--- src/rtl/accumulator_io_source.sv ---
// accumulator_io_source
//   Writer side of the accumulator's IO input. Words from an external
//   producer arrive over a valid/ready handshake, are buffered in a small
//   show-ahead FIFO, and the head word is presented on IOIn. Each io_rd
//   strobe from the accumulator retires the head entry.
//
// Ports
//   CLK        system clock, rising edge
//   reset      synchronous active-low reset
//   src_data   word offered by the producer
//   src_valid  producer has a word on src_data
//   src_ready  FIFO can take a word this cycle (registered count only)
//   io_rd      accumulator consumes the current IOIn word
//   IOIn       head word, or EMPTY_VALUE when empty
//   io_valid   IOIn holds a real buffered word
//   count      occupied entries
//   underflow  sticky: io_rd seen while empty
module accumulator_io_source #(
    parameter int              WIDTH       = 16,
    parameter int              DEPTH       = 4,
    parameter logic [WIDTH-1:0] EMPTY_VALUE = '0
) (
    input  logic                     CLK,
    input  logic                     reset,
    input  logic [WIDTH-1:0]         src_data,
    input  logic                     src_valid,
    output logic                     src_ready,
    input  logic                     io_rd,
    output logic [WIDTH-1:0]         IOIn,
    output logic                     io_valid,
    output logic [$clog2(DEPTH):0]   count,
    output logic                     underflow
);

    localparam int PW = $clog2(DEPTH);
    localparam int CW = PW + 1;

    logic [WIDTH-1:0] mem_q [DEPTH];

    logic [PW-1:0] rd_ptr_q, rd_ptr_d;
    logic [PW-1:0] wr_ptr_q, wr_ptr_d;
    logic [CW-1:0] count_q,  count_d;
    logic          underflow_q, underflow_d;

    logic push, pop;

    // Flags come from registered state only, so there is no combinational
    // path from io_rd to src_ready.
    always_comb begin
        src_ready = (count_q != CW'(DEPTH));
        io_valid  = (count_q != '0);
        IOIn      = io_valid ? mem_q[rd_ptr_q] : EMPTY_VALUE;
        count     = count_q;
        underflow = underflow_q;
    end

    always_comb begin
        push        = src_valid && src_ready;
        pop         = io_rd && io_valid;
        // DEPTH is a power of two, so pointers wrap by plain overflow.
        rd_ptr_d    = pop  ? rd_ptr_q + PW'(1) : rd_ptr_q;
        wr_ptr_d    = push ? wr_ptr_q + PW'(1) : wr_ptr_q;
        count_d     = count_q;
        if (push && !pop)
            count_d = count_q + CW'(1);
        else if (pop && !push)
            count_d = count_q - CW'(1);
        // A read strobe on an empty FIFO is discarded but remembered.
        underflow_d = underflow_q | (io_rd & ~io_valid);
    end

    always_ff @(posedge CLK) begin
        if (!reset) begin
            rd_ptr_q    <= '0;
            wr_ptr_q    <= '0;
            count_q     <= '0;
            underflow_q <= 1'b0;
        end else begin
            rd_ptr_q    <= rd_ptr_d;
            wr_ptr_q    <= wr_ptr_d;
            count_q     <= count_d;
            underflow_q <= underflow_d;
        end
    end

    // Storage is not reset; stale contents are unreachable once the
    // pointers and count are cleared. Reset still blocks the write so a
    // push during reset leaves no trace.
    always_ff @(posedge CLK) begin
        if (reset && push)
            mem_q[wr_ptr_q] <= src_data;
    end

endmodule
--- config.mk ---
export PLATFORM = sky130hd
export DESIGN_NAME = accumulator_io_source
export DESIGN_NICKNAME = d
export VERILOG_FILES = /design/src/rtl/accumulator_io_source.sv
export SDC_FILE = /design/constraint.sdc
export NUM_CORES = 1
export LEC_CHECK = 0
export ABC_AREA = 1
export CAP_MARGIN = 20
export CELL_PAD_IN_SITES_DETAIL_PLACEMENT = 0
export CELL_PAD_IN_SITES_GLOBAL_PLACEMENT = 1
export CORE_UTILIZATION = 43
export DETAILED_ROUTE_END_ITERATION = 10
export PLACE_DENSITY = 0.76
export SLEW_MARGIN = 10
export SYNTH_ARGS = -nofsm -noshare
export SYNTH_HDL_FRONTEND = slang
export SYNTH_SLANG_ARGS = --single-unit
--- constraint.sdc ---
create_clock -name CLK -period 2.7 [get_ports CLK]
set_input_delay 0.54 -clock CLK [delete_from_list [all_inputs] [get_ports CLK]]
set_output_delay 0.54 -clock CLK [all_outputs]
set_load 0.02 [all_outputs]
Fig. 1: run 1, register map, names as in the netlist
The bar under the picture is 20 um long.
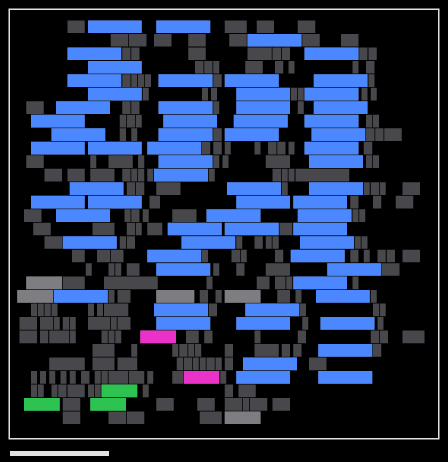
green -> `count`  # flops 3
magenta -> `rd_ptr_q`  # flops 2
blue -> `mem_q`  # flops 64

Fig. 2: run 1, track usage over the die
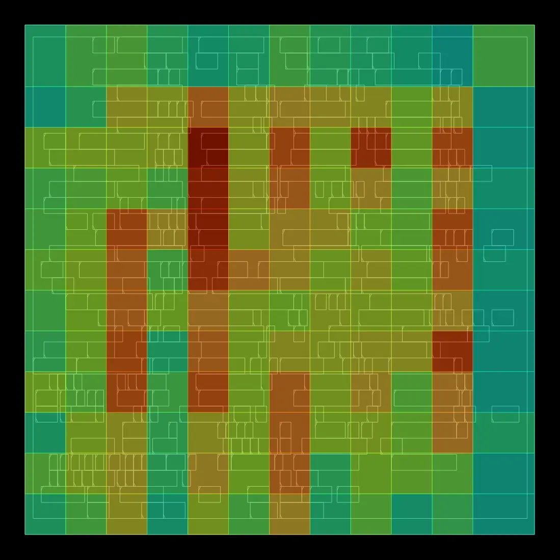
final core occ: 55.3%
grt met1 use: 20.5%

Fig. 3: run 1, placement by cell class
The bar under the picture is 20 um long. Fill, decap, tap and diode cells in gray.
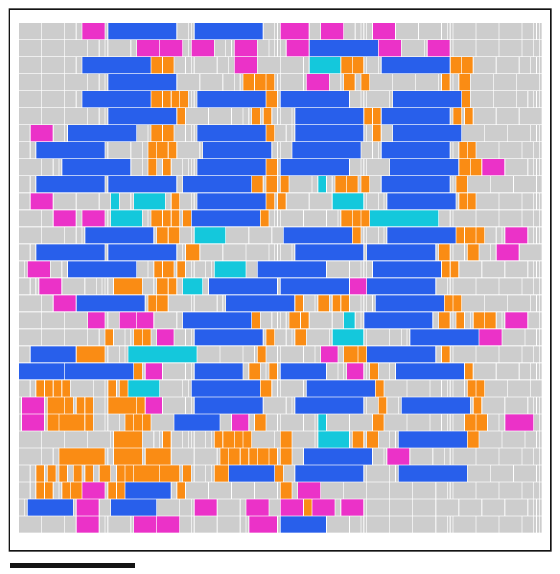
magenta -> remaining buffers and delay cells  # cells 51
orange -> combinational and other logic  # cells 177
cyan -> clock drivers and dummy loads  # cells 16
blue -> sequential cells  # cells 74

## run 1: stage by stage
stage          util [%]  worst slack (ns)  cell area [sq um]
3_3_place_gp       52.1             0.406               3560
6_report           55.3             0.143               3780
5_1_grt            55.3            0.0226               3780
2_1_floorplan         -             0.684               3060
3_5_place_dp       52.1             0.351               3560
4_1_cts            55.2            0.0322               3770
## run 1: metal layers
| metal | global-route usage, % | routed length (um) | vias to the layer above |
|---|---|---|---|
| met5 | 0 | 0 | - |
| met3 | 3.52 | 154 | 10 |
| li1 | - | - | 995 |
| met1 | 20.5 | 2500 | 915 |
| met2 | 28.9 | 2830 | 34 |
| met4 | 8.64 | 110 | 0 |
## run 1: tightest hold or removal path, cell delays in order, from the launching register on
cell	delay, ns
dfxtp_1	0.31
inv_1	0.05
a21oi_1	0.06
==> reports/metrics.yaml, run 1 <==
power.internal_uw: 2460
rows: 30
yosysTopAreaCellShare_pct: 62.8
largest_register_ffs: 64
timing.fmax_ghz: 0.391
finClkSkew_ns: 0.00935
root_buffer: "clkbuf_8"
rr_startpoint: "count[1]"
r2r_slack_ns: 0.87
grt_pass1_vias: 1917
p_total_uw: 3760
syn_area_per_cell_sq_um: 11.7
io_pins: 42
simple_gate_area_share_pct: 13.0
r2r-end: "count[2]"
mux_area_share_pct: 0
tightest_slew_ns: 0.386
p_comb_share_pct: 38.5
num_vias: 1954
p_comb_uw: 1450
post_cts_buffers: 0
fin_crit_ns: 2.56
hpwlAfterDp_mm: 3.49
cts_max_path_buffers: 2
gp_congestion: 0.760
seq_area_share_pct: 56.2
final.clkbuf_count: 10
critPathLaunchType: "register"
postRouteAntennaNets: 0
inverters: 17
cp.depth: 6
die_w_um: 86.3
hold_viol: 0
min_path_cells: 2
setup_viol: 0
status: "finished clean"
warning_count: 29
cp_top_family: "buffers and inverters"
power_leader: "combinational cells"
max_slew_margin_pct: 74.2
instances_no_fill: 414
worstHoldStart: "underflow"
wirelength_mm: 5.60
whs_ns: 0.459
flop_area_sq_um: 2120
yosysMostFrequentCell: "nor2_1"
hold_path.class: "register to register"
synth_warnings: 0
cts.htree.levels: 3
top_register: "mem_q"
layout.nonclk_buf_share_pct: 13.0
drive_gt1_share_pct: 10.1
layout_top_cell: "nor2_1"
cts_buffers: 9
yosys.area.top_type: "edfxtp_1"
dp_cells: 398
edf_count: 64
nets: 339
finalSetupTns_ns: 0
logic_area_sq_um: 766
criticalPathCategory: "register to output port"
comb_share_pct: 20.3
ctsHoldBuffers: 0
cp_common_cell: "nor2_1"
synthDistinctLibCells: 21
r2r_cells: 11
cp.required_ns: 2.16
rsz0062_at_grt: "no"
slowest_delay_ns: 0.64
async_flop_share_pct: 0
antenna_found_initial: 0
cts_tree: "built"
synthFlopType: "edfxtp_1"
clk_pin_slew_ns: 0.08
ys_chip_area_sq_um: 3060
logic_family: "simple AND/OR/NAND/NOR gates"
crit_fanout: 16
cts.sinks: 74
signal_buffers: 51
power.density_nw_per_um2: 995
endpoint: "IOIn[3]"
irDropWorstVdd_uv: 625
grt_pass1_wl_mm: 9.13
ys_sh_aoi_pct: 9.04
==> run 1 -> run 2 <==
--- a/config.mk
+++ b/config.mk
@@ -9,8 +9,10 @@
 export CAP_MARGIN = 20
 export CELL_PAD_IN_SITES_DETAIL_PLACEMENT = 0
 export CELL_PAD_IN_SITES_GLOBAL_PLACEMENT = 1
-export CORE_UTILIZATION = 43
+export CORE_MARGIN = 2
+export CORE_UTILIZATION = 50
 export DETAILED_ROUTE_END_ITERATION = 10
+export DONT_BUFFER_PORTS = 1
 export PLACE_DENSITY = 0.76
 export SLEW_MARGIN = 10
 export SYNTH_ARGS = -nofsm -noshare
Fig. 4: run 2, placement by cell class
The bar under the picture is 20 um long. Fill, decap, tap and diode cells in gray.
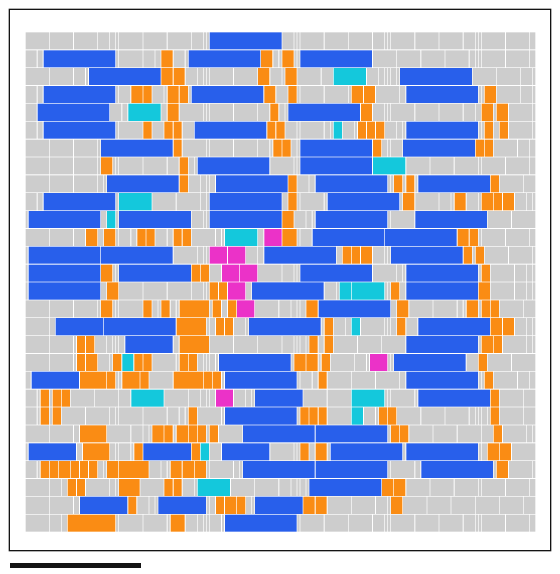
cyan -> clock drivers and dummy loads  # cells 16
magenta -> remaining buffers and delay cells  # cells 9
orange -> combinational and other logic  # cells 177
blue -> sequential cells  # cells 74

Fig. 5: run 2, wiring by layer
The bar under the picture is 20 um long. Two of the layers only.
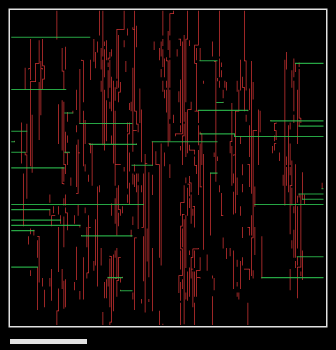
red -> metal 2  # wire length 2510 um
green -> metal 3  # wire length 345 um

==> run 2 against run 1 <==
Compared with the run above: synthesized cell count unchanged; sequential power up 3%; sequential share of layout area up 8.7 points; worst setup slack better by 0.17 ns; worst hold slack worse by 0.17 ns; critical path depth down 1; clock power decreased by 22%; largest cell class unchanged; largest power group is now registers.
==> reports/metrics.yaml, run 2 <==
min_path_cells: 0  # was 2
warning_count: 29  # unchanged
final.clkbuf_count: 12  # was 10
r2r_cells: 11  # unchanged
cts_tree: "built"  # unchanged
num_vias: 1778  # was 1954
syn_area_per_cell_sq_um: 11.7  # unchanged
postRouteAntennaNets: 0  # unchanged
route.met3.wl_um: 345  # was 154 um
gp_congestion: 0.706  # was 0.760
fin_crit_ns: 2.39  # was 2.56 ns
dp_cells: 335  # was 398
wirelength_mm: 5.33  # was 5.60 mm
seq_area_share_pct: 64.9  # was 56.2%
worstHoldStart: "src_data[14]"  # was underflow
root_buffer: "clkbuf_8"  # unchanged
wl_met1_mm: 2.36  # was 2.50 mm
finalSetupTns_ns: 0  # unchanged
criticalPathCategory: "register to output port"  # unchanged
yosysMostFrequentCell: "nor2_1"  # unchanged
cp_common_cell: "nor2_1"  # unchanged
post_cts_buffers: 0  # unchanged
p_leak_uw: 0.00116  # was 0.00139 uW
cp.required_ns: 2.16  # about the same
nets: 297  # was 339
layout_setup_ws_ns: 0.309  # was 0.143 ns
antenna_found_initial: 0  # unchanged
critPathLaunchType: "register"  # unchanged
wl_met2_mm: 2.51  # was 2.83 mm
async_flop_share_pct: 0  # unchanged
io_pins: 42  # unchanged
simple_gate_area_share_pct: 13.0  # unchanged
fin_area_sq_um: 3270  # was 3780 sq um
dpl_worst_slack_ns: 0.670  # was 0.351 ns
inverters: 17  # unchanged
irDropWorstVdd_uv: 606  # was 625 uV
synthDistinctLibCells: 21  # unchanged
hpwlAfterDp_mm: 3.43  # was 3.49 mm
logic_family: "simple AND/OR/NAND/NOR gates"  # unchanged
met3_usage_pct: 5.65  # was 3.52%
synthFlopType: "edfxtp_1"  # unchanged
grt_pass1_wl_mm: 8.36  # was 9.13 mm
top_register: "mem_q"  # unchanged
max_slew_margin_pct: 65.2  # was 74.2%
top_layer: "met4"  # unchanged
synth_warnings: 0  # unchanged
hold_viol: 0  # unchanged
yosysTopAreaCellShare_pct: 62.8  # unchanged
status: "finished clean"  # unchanged
signal_buffers: 9  # was 51
instances_no_fill: 351  # was 414
die_w_um: 82.2  # was 86.3 um
largest_register_ffs: 64  # unchanged
comb_share_pct: 23.4  # was 20.3%
r2r_slack_ns: 0.73  # was 0.87 ns
cts.htree.levels: 3  # unchanged
cts_buffers: 9  # unchanged
adder_share_pct: 2.70  # unchanged
synth.cell_area_sq_um: 3060  # unchanged
ctsHoldBuffers: 0  # unchanged
power.density_nw_per_um2: 958  # was 995 nW/um^2
ys_chip_area_sq_um: 3060  # unchanged
layout.nonclk_buf_share_pct: 2.07  # was 13.0%
drive_gt1_share_pct: 10.5  # was 10.1%
use_met1_pct: 22.2  # was 20.5%
finClkSkew_ns: 0.00684  # was 0.00935 ns
grt_util_met2_pct: 27.7  # was 28.9%
mux_area_share_pct: 0  # unchanged
flop_area_sq_um: 2120  # about the same
rr_startpoint: "count[0]"  # was count[1]
crit_fanout: 26  # was 16
clk_pin_slew_ns: 0.07  # was 0.08 ns
grt_busiest_layer: "met2"  # unchanged
timing.fmax_ghz: 0.418  # was 0.391 GHz
layout_top_cell: "nor2_1"  # unchanged
cts.sinks: 74  # unchanged
rsz0062_at_grt: "no"  # unchanged
yosys.area.top_type: "edfxtp_1"  # unchanged
rows: 28  # was 30
cp_top_family: "AND-OR/OR-AND gates"  # was buffers and inverters
dpl_cell_area_sq_um: 3120  # was 3560 sq um
ys_sh_aoi_pct: 9.04  # unchanged
cts_max_path_buffers: 2  # unchanged
[run 2: cell counts after synthesis]
No cell type changed its count.
[run 2: how the worst max path moves through the flow]
| stage | slack (ns) | end | start | cells past startpoint |
|---|---|---|---|---|
| 2_1_floorplan | 0.68 | mem_q[0][0] | count[0] | 4 |
| 3_3_place_gp | 0.69 | IOIn[3] | register | 4 |
| 3_5_place_dp | 0.67 | IOIn[5] | register | 5 |
| 4_1_cts | 0.27 | IOIn[10] | register | 5 |
| 5_1_grt | 0.12 | IOIn[5] | register | 5 |
| 6_report | 0.31 | IOIn[5] | register | 5 |
[run 2: report_power, final]
part           switching [uW]  internal (uW)  leakage, uW
Sequential                116           1350     0.000663
Clock                     369            327    0.0000816
Combinational             732            241     0.000420
Total                    1220           1920      0.00116
Power and IR drop assume default switching activity.
